[src/rtl/key_event_decoder.sv]
// Classifies debounced active-low key activity into SHORT/DOUBLE/LONG events on a valid/ready port.
// Optional build macro KEY_REPEAT_EN adds periodic REPEAT events while a long press is held.
module key_event_decoder #(
   parameter int LONG_CNT   = 50,
   parameter int DCLICK_GAP = 20,
   parameter int REPEAT_CNT = 25,
   parameter int CNT_W      = 16
) (
   input  logic       clk,
   input  logic       rst_n,
   input  logic       key_in,
   output logic       evt_valid,
   output logic [1:0] evt_code,
   input  logic       evt_ready,
   output logic       evt_ovf
);

   typedef enum logic [2:0] {
      IDLE,
      PRESS1,
      GAP,
      PRESS2,
      HELD
   } state_t;

   localparam logic [1:0] CODE_SHORT  = 2'd0;
   localparam logic [1:0] CODE_DOUBLE = 2'd1;
   localparam logic [1:0] CODE_LONG   = 2'd2;

   // The counter saturates at the largest terminal count it ever has to reach.
   localparam int CNT_MAX_A = (LONG_CNT > DCLICK_GAP) ? LONG_CNT : DCLICK_GAP;
   localparam int CNT_MAX   = (CNT_MAX_A > REPEAT_CNT) ? CNT_MAX_A : REPEAT_CNT;

   localparam logic [CNT_W-1:0] CNT_SAT = CNT_W'(CNT_MAX);
   localparam logic [CNT_W-1:0] LONG_M1 = CNT_W'(LONG_CNT - 1);
   localparam logic [CNT_W-1:0] GAP_M1  = CNT_W'(DCLICK_GAP - 1);
`ifdef KEY_REPEAT_EN
   localparam logic [CNT_W-1:0] REP_M1  = CNT_W'(REPEAT_CNT - 1);
`endif

   state_t           state;
   state_t           state_nxt;
   logic [CNT_W-1:0] cnt;
   logic [CNT_W-1:0] cnt_nxt;
   logic [CNT_W-1:0] cnt_inc;
   logic             raise;
   logic [1:0]       raise_code;

   assign cnt_inc = (cnt >= CNT_SAT) ? cnt : cnt + CNT_W'(1);

   always_ff @(posedge clk or negedge rst_n) begin
      if (!rst_n) begin
         state <= IDLE;
         cnt   <= '0;
      end else begin
         state <= state_nxt;
         cnt   <= cnt_nxt;
      end
   end

   // Terminal compares use cnt == N-1, which equals cnt+1 == N without widening.
   always_comb begin
      state_nxt  = state;
      cnt_nxt    = cnt;
      raise      = 1'b0;
      raise_code = CODE_SHORT;
      case (state)
         IDLE: begin
            if (!key_in) begin
               state_nxt = PRESS1;
               cnt_nxt   = CNT_W'(1);
            end
         end
         PRESS1: begin
            if (key_in) begin
               state_nxt = GAP;
               cnt_nxt   = CNT_W'(1);
            end else if (cnt == LONG_M1) begin
               raise      = 1'b1;
               raise_code = CODE_LONG;
               state_nxt  = HELD;
               cnt_nxt    = '0;
            end else begin
               cnt_nxt = cnt_inc;
            end
         end
         GAP: begin
            if (!key_in) begin
               state_nxt = PRESS2;
               cnt_nxt   = '0;
            end else if (cnt == GAP_M1) begin
               raise      = 1'b1;
               raise_code = CODE_SHORT;
               state_nxt  = IDLE;
               cnt_nxt    = '0;
            end else begin
               cnt_nxt = cnt_inc;
            end
         end
         PRESS2: begin
            if (key_in) begin
               raise      = 1'b1;
               raise_code = CODE_DOUBLE;
               state_nxt  = IDLE;
               cnt_nxt    = '0;
            end
         end
         HELD: begin
            if (key_in) begin
               state_nxt = IDLE;
               cnt_nxt   = '0;
            end else begin
`ifdef KEY_REPEAT_EN
               if (cnt == REP_M1) begin
                  raise      = 1'b1;
                  raise_code = 2'd3;
                  cnt_nxt    = '0;
               end else begin
                  cnt_nxt = cnt_inc;
               end
`else
               cnt_nxt = cnt;
`endif
            end
         end
         default: begin
            state_nxt = IDLE;
            cnt_nxt   = '0;
         end
      endcase
   end

   // A new event wins over an accept on the same edge; an unaccepted pending event is never overwritten.
   always_ff @(posedge clk or negedge rst_n) begin
      if (!rst_n) begin
         evt_valid <= 1'b0;
         evt_code  <= 2'd0;
         evt_ovf   <= 1'b0;
      end else if (raise) begin
         if (!evt_valid || evt_ready) begin
            evt_valid <= 1'b1;
            evt_code  <= raise_code;
         end else begin
            evt_ovf <= 1'b1;
         end
      end else if (evt_valid && evt_ready) begin
         evt_valid <= 1'b0;
      end
   end

endmodule

[config.mk]
export PLATFORM = sky130hd
export DESIGN_NAME = key_event_decoder
export DESIGN_NICKNAME = d
export VERILOG_FILES = /design/src/rtl/key_event_decoder.sv
export SDC_FILE = /design/constraint.sdc
export NUM_CORES = 1
export LEC_CHECK = 0
export CORE_ASPECT_RATIO = 0.8
export CORE_MARGIN = 5
export CORE_UTILIZATION = 50
export DETAILED_ROUTE_END_ITERATION = 7
export HOLD_SLACK_MARGIN = 0.06
export PLACE_DENSITY = 0.77
export REMOVE_ABC_BUFFERS = 1
export SLEW_MARGIN = 20
export SYNTH_ARGS = -nofsm -noshare
export SYNTH_HDL_FRONTEND = slang
export SYNTH_SLANG_ARGS = --single-unit
[constraint.sdc]
create_clock -name clk -period 2 [get_ports clk]
set_input_delay 0.6 -clock clk [delete_from_list [all_inputs] [get_ports clk]]
set_output_delay 0.6 -clock clk [all_outputs]
set_load 0.02 [all_outputs]
==> impl_metrics.env <==
# flow metrics
export IMPL_yosys_dominant_comb_family="simple AND/OR/NAND/NOR gates"
export IMPL_finalCoreUtilization=0.649
export IMPL_max_freq_mhz=491
export IMPL_seq_area_um2=576
export IMPL_worstMarginPinSlew_ns=0.437
export IMPL_post_synth_inst_count=118
export IMPL_chip_area_mm2=0.00362
export IMPL_power_density_mw_per_mm2=1180
export IMPL_whs_ns=0.492
export IMPL_yosysCellCount=118
export IMPL_arrival_time_worst_endpoint_ns=2.26
export IMPL_grt_antenna_before_repair=0
export IMPL_timing_critical_path_fanout_max=3
export IMPL_ys_flop_type="dfrtp_1"
export IMPL_hold_depth=1
export IMPL_clockBufferDepth=2
export IMPL_drc=0
export IMPL_top_area_cell="dfrtp_1"
export IMPL_number_of_sinks_driven_by_the_clock_tree=23
export IMPL_openroad_warnings=29
export IMPL_netlist_top_cells_area="dfrtp_1 46%, and2_1 5.0%, mux2_4 3.6%, nor4_4 3.4%, ha_1 3.0%"
export IMPL_grt_total_ovfl=0
export IMPL_flow_area_growth_from_synthesis_pct=25.3
export IMPL_io_pins=8
export IMPL_synthDistinctLibCells=47
export IMPL_swShare=0.397
export IMPL_die_height_um=54.8
export IMPL_detailedRoute_firstPassIterationCount=4
export IMPL_relative_slew_margins=0.709
export IMPL_worstSetupPathDepth=7
export IMPL_synth_area_per_cell_um2=10.6
export IMPL_gpl_final_weighted_congestion=0.847
export IMPL_startpoint_type="flip-flop"
export IMPL_timing_critical_path_cells="ha_2 > and3b_1 > and4_4 > or4b_4 > nand2_4 > nor2_4 > mux2_4"
export IMPL_power_clock_fraction=0.119
export IMPL_timing_final_crit_period_ns=2.03
export IMPL_power_report_internal_total_mw=1.12
export IMPL_rsz0062_at_grt="true"
export IMPL_r2r_cells=7
export IMPL_path_clk_slew_ns=0.13
export IMPL_max_stage_delay_ns=0.50
export IMPL_async_flop_share=1.00
export IMPL_post_dp_hpwl_mm=1.83
export IMPL_synth_edff_count=0
export IMPL_antenna_diode_count=0
export IMPL_setup_violations_final=3
export IMPL_dp_cells=174
export IMPL_initial_utilization=0.518
export IMPL_final_max_slew_viol_count=0
export IMPL_worstSetupEndpointType="flip-flop"
export IMPL_violated_checks="negative setup slack"
export IMPL_numCtsBuffers=3
export IMPL_routed_via_density=5.19
export IMPL_yosys_stat_chipArea_mm2=0.00125
export IMPL_portBuffers=7
export IMPL_yosysWarnings=0
export IMPL_die_width_um=66.0
export IMPL_synth_seq_cells=23
export IMPL_synth_largest_type_area_fraction=0.459
export IMPL_power_combinational_fraction=0.548
export IMPL_pin_count_of_the_biggest_net_entering_global_routing=24
export IMPL_area_combinational_um2=674
export IMPL_synth_adder_area_share=0.0299
export IMPL_post_synth_and_or_nand_nor_area_fraction=0.300
export IMPL_synth_xor_xnor_area_share=0.0209
export IMPL_cts_hold_buffers_added=0
export IMPL_crit_slowest_cell="or4b_4"
export IMPL_crit_required_ns=2.23
export IMPL_tally_of_non_filler_cells_in_the_final_layout=180
export IMPL_worst_ir_drop_vdd_uv=643
export IMPL_fin_crit_sh=1.02
export IMPL_drive_above_1_share=0.347
export IMPL_root_buffer="clkbuf_4"
export IMPL_fillerInstances=196
export IMPL_mappedNetlistArea_mm2=0.00125
export IMPL_cellLeakagePower_nw=0.723
export IMPL_share_seq_of_total_power=0.333
export IMPL_worst_hold_path_type="flip-flop to flip-flop"
export IMPL_nNetsFinal=152
export IMPL_drt_first_iter_violations=12
export IMPL_coreArea_mm2=0.00242
export IMPL_drt_antenna_violating_nets=0
export IMPL_timing_setup_critical_path_class="flip-flop to flip-flop"
export IMPL_synth_compound_area_share=0.110
export IMPL_critPathBufInv=0
export IMPL_wire_length_of_the_first_global_routing_pass_mm=4.31
export IMPL_drv_cap=0
export IMPL_placement_rows=16
export IMPL_cts_max_level=1
export IMPL_setup_ws_ns=-0.0350
export IMPL_status="finished with violations"
export IMPL_worst_path_dominant_cell_family="simple AND/OR/NAND/NOR gates"
export IMPL_finalHoldViolations=0
export IMPL_mux_share=0.0439
export IMPL_tritoncts="done"
export IMPL_p_sw_mw=0.733
## placed cells by master (no fill, tap or decap), types with 2 or more instances in the layout
cell,synthesis,routed
a21o_1,2,2
a21oi_2,1,3
and2_1,10,10
buf_4,1,18
buf_6,0,2
clkbuf_4,0,3
clkdlybuf4s50_1,0,7
dfrtp_1,23,23
ha_1,3,2
inv_1,6,6
mux2_4,3,3
nand2_1,9,9
nand2b_1,2,2
nand4_1,2,2
nor2_1,9,7
nor2_2,1,2
nor3_1,2,2
nor4_2,2,4
nor4_4,2,2
o21ai_1,0,2
xnor2_1,3,3
## state kept, by name, summed over array words and instances, names as in the netlist
| register | count |
|---|---|
| evt_code | 2 |
| state | 3 |
| evt_ovf | 1 |
| cnt | 16 |
| evt_valid | 1 |
## final cells by class
class / instances / share of cell area
clock buffers: 3 / 0.0143
clock inverters: 1 / 0.00318
inverters: 6 / 0.0143
multi-input cells: 84 / 0.429
flip-flops and latches: 23 / 0.366
well taps: 36 / 0.0286
repair buffers: 27 / 0.145
## power by group through the flow
stage               Sequential [mW]  Combinational (mW)  Clock (mW)
finish                        0.615                1.01       0.221
global route                  0.631                1.11       0.246
CTS                           0.613               0.932       0.234
detailed placement            0.623               0.902           0
global placement              0.619               0.864           0
floorplan                     0.694               0.450           0
## through the flow
step	area [µm²]	setup TNS (ns)	power, mW	setup WS (ns)
final	1570	-0.0483	1.85	-0.0350
after global routing	1570	-0.739	1.99	-0.144
after CTS	1530	-0.0649	1.78	-0.0325
after detailed placement	1480	-4.30	1.53	-0.283
after global placement	1480	-3.61	1.48	-0.226
after floorplan	1230	-0.107	1.14	-0.0911
## per-layer routing
metal  up-vias  part of all wire  global-route usage
met2        13              0.49               0.280
met5         -                 0                   0
li1        463                 -                   -
met3         2             0.030              0.0431
met4         0            0.0095              0.0405
met1       457              0.47               0.196
## final timing paths
| check | from | slack [ns] | endpoint |
|---|---|---|---|
| worst max-delay path | cnt[1]$_DFFE_PN0P_ | -0.03 | state[2]$_DFFE_PN0P_ |
| worst max register to register | cnt[1]$_DFFE_PN0P_ | -0.03 | state[2]$_DFFE_PN0P_ |
| max in group asynchronous | rst_n | 1.17 | cnt[9]$_DFFE_PN0P_ |
| worst min register to register | evt_ovf$_DFFE_PN0P_ | 0.49 | evt_ovf$_DFFE_PN0P_ |
| min in group asynchronous | rst_n | 0.60 | cnt[11]$_DFFE_PN0P_ |
| worst min-delay path | evt_ovf$_DFFE_PN0P_ | 0.49 | evt_ovf$_DFFE_PN0P_ |
## Yosys cell counts, types with 3 or more instances
cell	n
dfrtp_1	23
mux2_4	3
xnor2_1	3
a21oi_1	3
ha_1	3
nor4_1	3
nand2_1	9
inv_1	6
nor2_1	9
o21ai_0	3
and2_1	10
## worst reg2reg max path, cell delays in order, from the launching register on
cell,delay (ns)
dfrtp_1,0.42
ha_2,0.20
and3b_1,0.17
and4_4,0.19
or4b_4,0.50
nand2_4,0.11
nor2_4,0.05
mux2_4,0.31
## what timing repair did
action                                 in CTS  in global routing
setup buffers                               1                  1
resized                                     3                 11
endpoints found under the hold margin       0                  0
setup endpoints to repair                  15                 13
pin swaps                                   3                  6
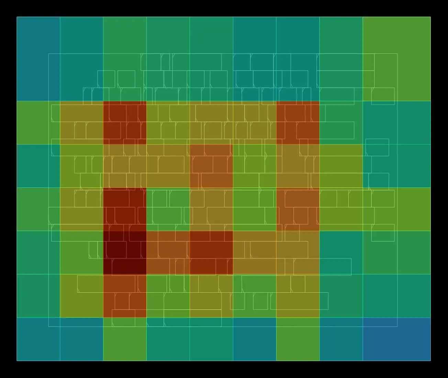
**Above:** congestion heat map.
GRT Total Usage: 0.159
met3 track utilization from global routing: 0.0431
wire per inst: 14.0 µm

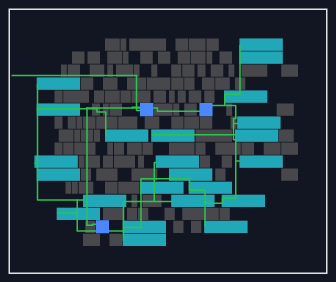
**Above:** clock distribution.
[clock wires] green | length: 298 µm
[flip-flops] cyan | count: 23
[cells driving clock nets] blue | count: 3
routed clock nets: 4
latest clock arrival within the worst-skew pair: 0.32 ns
setup clock skew after layout: 0.00458 ns

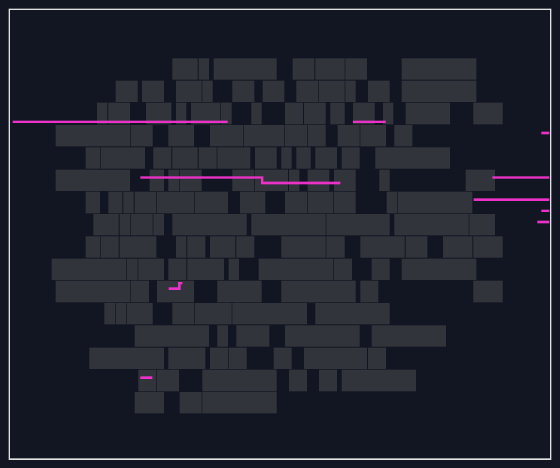
**Above:** met3 routing.
share of all routed wire: 3.0%
longest straight run: 26.0 µm
sum of routed wire length over all layers: 2.52 mm
routed via count: 935

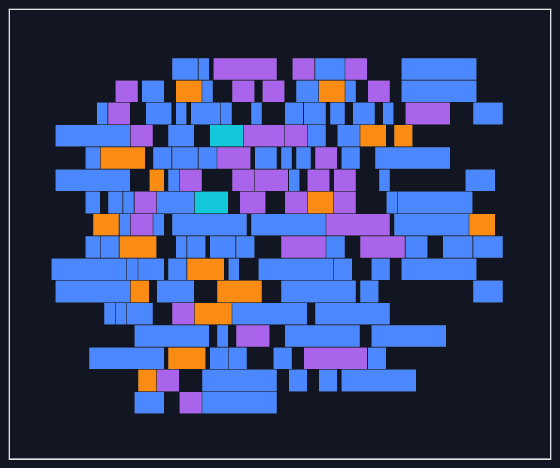
**Above:** sizing map.
| size | colour | cells | share |
|---|---|---|---|
| drive 3 to 4 | purple | 32 | 22% |
| drive 6 and up | cyan | 2 | 1.4% |
| drive 1 or less | blue | 94 | 65% |
| drive 2 | orange | 16 | 11% |
worst setup slack after layout: -0.0350 ns
number of buffers outside the clock class in the layout: 27

Power and IR drop assume default switching activity.
